<file path="config.mk">
export PLATFORM = sky130hd
export DESIGN_NAME = day1_full_adder
export DESIGN_NICKNAME = d
export VERILOG_FILES = /design/src/rtl/day1_full_adder.sv
export SDC_FILE = /design/constraint.sdc
export NUM_CORES = 1
export LEC_CHECK = 0
export CORE_AREA = 2 2 39 41
export CTS_BUF_LIST = sky130_fd_sc_hd__clkbuf_2
export CTS_CLUSTER_DIAMETER = 150
export DETAILED_ROUTE_END_ITERATION = 12
export DIE_AREA = 0 0 41 43
export MAX_ROUTING_LAYER = met4
export PLACE_DENSITY = 0.66
export SETUP_SLACK_MARGIN = 0.1
export SLEW_MARGIN = 10
export SYNTH_ARGS = -nofsm -noshare
export SYNTH_HDL_FRONTEND = slang
export SYNTH_SLANG_ARGS = --single-unit
export TNS_END_PERCENT = 5
</file>
<file path="constraint.sdc">
create_clock -name clk -period 0.8 [get_ports clk]
set_input_delay 0.12 -clock clk [delete_from_list [all_inputs] [get_ports clk]]
set_output_delay 0.12 -clock clk [all_outputs]
set_load 0.05 [all_outputs]
</file>
<file path="src/rtl/day1_full_adder.sv">
// Registered WIDTH-bit ripple-carry adder producing Sum, Cout and signed overflow with a travelling valid bit.
// Optional input register stage enabled by defining DAY1_FULL_ADDER_INREG_EN (latency 2 instead of 1).
module day1_full_adder #(
    parameter int WIDTH = 4
) (
    input  logic             clk,
    input  logic             rst_n,
    input  logic             in_valid,
    input  logic [WIDTH-1:0] A,
    input  logic [WIDTH-1:0] B,
    input  logic             Cin,
    output logic             out_valid,
    output logic [WIDTH-1:0] Sum,
    output logic             Cout,
    output logic             Ovf
);

    logic [WIDTH-1:0] op_a_s;
    logic [WIDTH-1:0] op_b_s;
    logic             op_cin_s;
    logic             op_valid_s;
    logic [WIDTH:0]   carry_s;
    logic [WIDTH-1:0] sum_s;
    logic             valid_r;
    logic [WIDTH-1:0] sum_r;
    logic             cout_r;
    logic             ovf_r;

`ifdef DAY1_FULL_ADDER_INREG_EN
    logic [WIDTH-1:0] a_in_r;
    logic [WIDTH-1:0] b_in_r;
    logic             cin_in_r;
    logic             valid_in_r;

    // Input stage: operands load only when valid so idle X/Z never enters the chain.
    always_ff @(posedge clk or negedge rst_n) begin
        if (!rst_n) begin
            a_in_r     <= '0;
            b_in_r     <= '0;
            cin_in_r   <= 1'b0;
            valid_in_r <= 1'b0;
        end else begin
            valid_in_r <= in_valid;
            if (in_valid) begin
                a_in_r   <= A;
                b_in_r   <= B;
                cin_in_r <= Cin;
            end
        end
    end

    assign op_a_s     = a_in_r;
    assign op_b_s     = b_in_r;
    assign op_cin_s   = cin_in_r;
    assign op_valid_s = valid_in_r;
`else
    assign op_a_s     = A;
    assign op_b_s     = B;
    assign op_cin_s   = Cin;
    assign op_valid_s = in_valid;
`endif

    // Ripple chain of 1-bit full-adder cells, LSB first.
    always_comb begin
        carry_s    = '0;
        sum_s      = '0;
        carry_s[0] = op_cin_s;
        for (int i = 0; i < WIDTH; i++) begin
            sum_s[i]     = op_a_s[i] ^ op_b_s[i] ^ carry_s[i];
            carry_s[i+1] = (op_a_s[i] & op_b_s[i]) | (carry_s[i] & (op_a_s[i] ^ op_b_s[i]));
        end
    end

    // Output stage: results load on valid and hold otherwise; only the valid flag drops.
    always_ff @(posedge clk or negedge rst_n) begin
        if (!rst_n) begin
            valid_r <= 1'b0;
            sum_r   <= '0;
            cout_r  <= 1'b0;
            ovf_r   <= 1'b0;
        end else begin
            valid_r <= op_valid_s;
            if (op_valid_s) begin
                sum_r  <= sum_s;
                cout_r <= carry_s[WIDTH];
                ovf_r  <= carry_s[WIDTH] ^ carry_s[WIDTH-1];
            end
        end
    end

    assign out_valid = valid_r;
    assign Sum       = sum_r;
    assign Cout      = cout_r;
    assign Ovf       = ovf_r;

endmodule

</file>
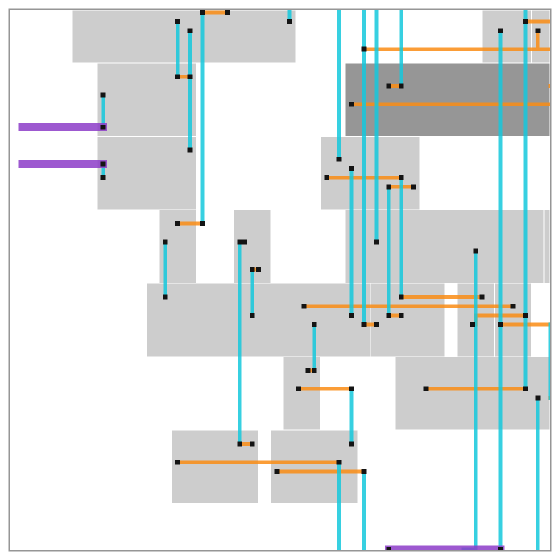
*Zoomed window*
Region (0, 1) to (20, 21) um. Cells in grey, sequential cells in the stronger grey; small squares are vias.
Key: purple = metal 3; orange = metal 1; cyan = metal 2
17 logic cells have their middle in the window. Netlist names of flops here include `Cout` (1). Sequential cells in the window: 1. Most frequent: inv_1 (3).

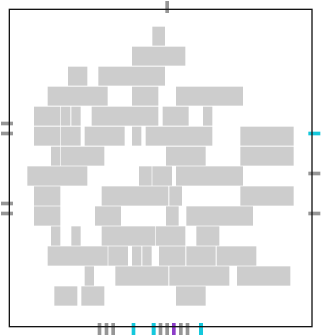
*Pin placement*
Pins as bars across the die edge, other pins in grey.
Key: cyan = `Sum` [pins 4, direction output, edge 3 bottom, 1 right]; purple = `Cin` [pins 1, direction input, edge bottom]
All pins by edge: 11 bottom, 4 left, 3 right, 1 top.

==> flow_summary.json <==
{
  "outcome": "finished with violations",
  "violations": "setup timing",
  "gp_congestion": 0.7336,
  "die_y_um": 43,
  "reg2regPathDepth": 1,
  "h-tree-depth": 1,
  "layout_setup_ws_ps": -889.5,
  "final_net_count": 71,
  "ant_nets": 0,
  "r2r-start": "Sum[2]",
  "synth.cellmix.compoundShare_pct": 0,
  "rows": 14,
  "numSynthFlops": 7,
  "area_share_nonclk_buffers_pct": 39.23,
  "initCoreUtil_pct": 28.03,
  "period_used_pct": 211.2,
  "synth_area_um2": 387.9,
  "rsz0062_at_grt": "true",
  "top_logic_kind": "adder cells",
  "drt_iter0_markers": 1,
  "wl_met2_um": 458,
  "io_buffers": 18,
  "grt_pass1_wl_um": 1262,
  "synth_seq_share_pct": 45.16,
  "comb_share_pct": 25.39,
  "post-route-util_pct": 51.63,
  "final_area_um2": 714.4,
  "final-seq-area_um2": 175.2,
  "p_leak_nw": 0.3628,
  "vias_per_cell": 4.000,
  "lay_top_cells": "7 x dfrtp_1, 7 x inv_1, 7 x buf_12",
  "met1_length_um": 247,
  "cp-startpoint": "B[0]",
  "vdd_drop_max_mv": 0.7211,
  "crit_type": "primary input to flop",
  "nFillCells": 134,
  "rrSetupSlack_ps": -20,
  "synth-xor-area-share_pct": 2.258,
  "ctsRootBufferMaster": "clkbuf_2",
  "hold_violations": 0,
  "p_per_area_mw_per_mm2": 2167,
  "yosys.cell_types.count": 7,
  "numCtsBuffers": 3,
  "cp-end-kind": "flop",
  "die_w_um": 41,
  "grtUsageMet1_pct": 12.46,
  "dpl_cell_area_um2": 674.4,
  "dieArea_mm2": 0.001763,
  "maxSlewViolCount": 0,
  "dpl_worst_slack_ps": -1605,
  "fmax_mhz": 591.9,
  "ys_chip_area_um2": 387.9,
  "dominant_cells": "non-clock buffers",
  "grt_pass1_vias": 318,
  "inverters": 10,
  "drive_gt1_share_pct": 53.70,
  "syn_nets": 45,
  "yosys.area_share.adder_pct": 20.65,
  "nClkBuffers": 4,
  "yosys-stat-cells": 29,
  "warnings": 29,
  "max_slew_margin_pct": 78.66,
  "buffers_excl_clock": 22,
  "arrival_ps": 1800,
  "insertion_delay_ps": 220,
  "power_w": 0.001548,
  "top_usage_layer": "met2",
  "seq_area_share_pct": 24.52,
  "syn2layout_area_growth_pct": 84.19,
  "clkSinkCount": 7,
  "max-cap-violations": 0,
  "hpwl_um": 635.4,
  "seq_cell_count": 7,
  "clock_path_buffers": 2,
  "clock_skew_ps": 0,
  "met2_usage_pct": 17.81,
  "wl_um": 731,
  "cp-start-kind": "primary input",
  "hold_buffers": 0,
  "cts_resized": 24,
  "grt-ovfl-total": 0,
  "antenna_found_initial": 0,
  "cp_max_fo": 2,
  "first_pass_iters": 4,
  "synthMuxAreaShare_pct": 19.35,
  "crit_end": "Ovf",
  "wl_met3_um": 25,
  "clock_area_share_pct": 2.802,
  "stdcell_count": 70,
  "setup_viol": 13,
  "comb_area_um2": 181.4,
  "highest_layer": "met3",
  "worst_pin_slew_ps": 319.0,
  "yosys_warnings": 0,
  "diodes": 0,
  "grt_max_degree": 8,
  "grtUsageMet3_pct": 1.571,
  "post_cts_buffers": 1,
  "holdCritPathClass": "primary input to asynchronous set/reset pin",
  "required_ps": 910,
  "syn_inst": 29,
  "clk_pin_slew_ps": 70,
  "r2r-end": "Sum[2]",
  "multi_input_comb_cells": 11,
  "syn_area_per_cell_um2": 13.37,
  "hold_ws_ps": 147.7,
  "io_pins": 19,
  "synth.cellmix.simpleShare_pct": 0,
  "drcViolationCount": 0,
  "place_inst": 65,
  "core_area_mm2": 0.001384,
  "fin_crit_ps": 1689,
  "cts_tree": "yes",
  "setup_tns_ps": -4201,
  "n_tap_cell": 16
}
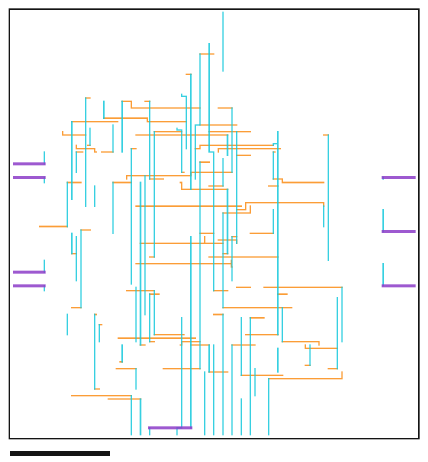
*Routed metal, one colour a layer*
Scale bar: 10 um.
Key: cyan = metal 2 [wire length 459 um]; orange = metal 1 [wire length 247 um]; purple = metal 3 [wire length 25.4 um]
routed len/inst: 10.44 um
All-Layer GR Usage: 11.69%
via count: 280

## Yosys cell counts
cell type | count | area share (%)
inv_1 | 10 | 9.7
dfrtp_1 | 7 | 45
fa_1 | 4 | 21
mux2_4 | 3 | 12
mux2i_1 | 3 | 7.7
buf_6 | 1 | 2.9
xnor2_1 | 1 | 2.3
## critical path, stage by stage
cell,delay [ps]
buf_6,90
fa_2,370
inv_2,60
fa_2,180
inv_2,40
fa_2,340
inv_2,60
fa_2,220
xnor2_2,60
mux2_4,250
## where the power goes
| part | switching, W | internal [W] |
|---|---|---|
| registers | 0.0000784 | 0.000422 |
| logic | 0.000368 | 0.000424 |
| clock network | 0.000121 | 0.000133 |
| total | 0.000568 | 0.000980 |
## registers in the layout (all words and copies together) (netlist names)
signal,count
Cout,1
Sum,4
Ovf,1
out_valid,1
Power is estimated from default activity; no workload was simulated.
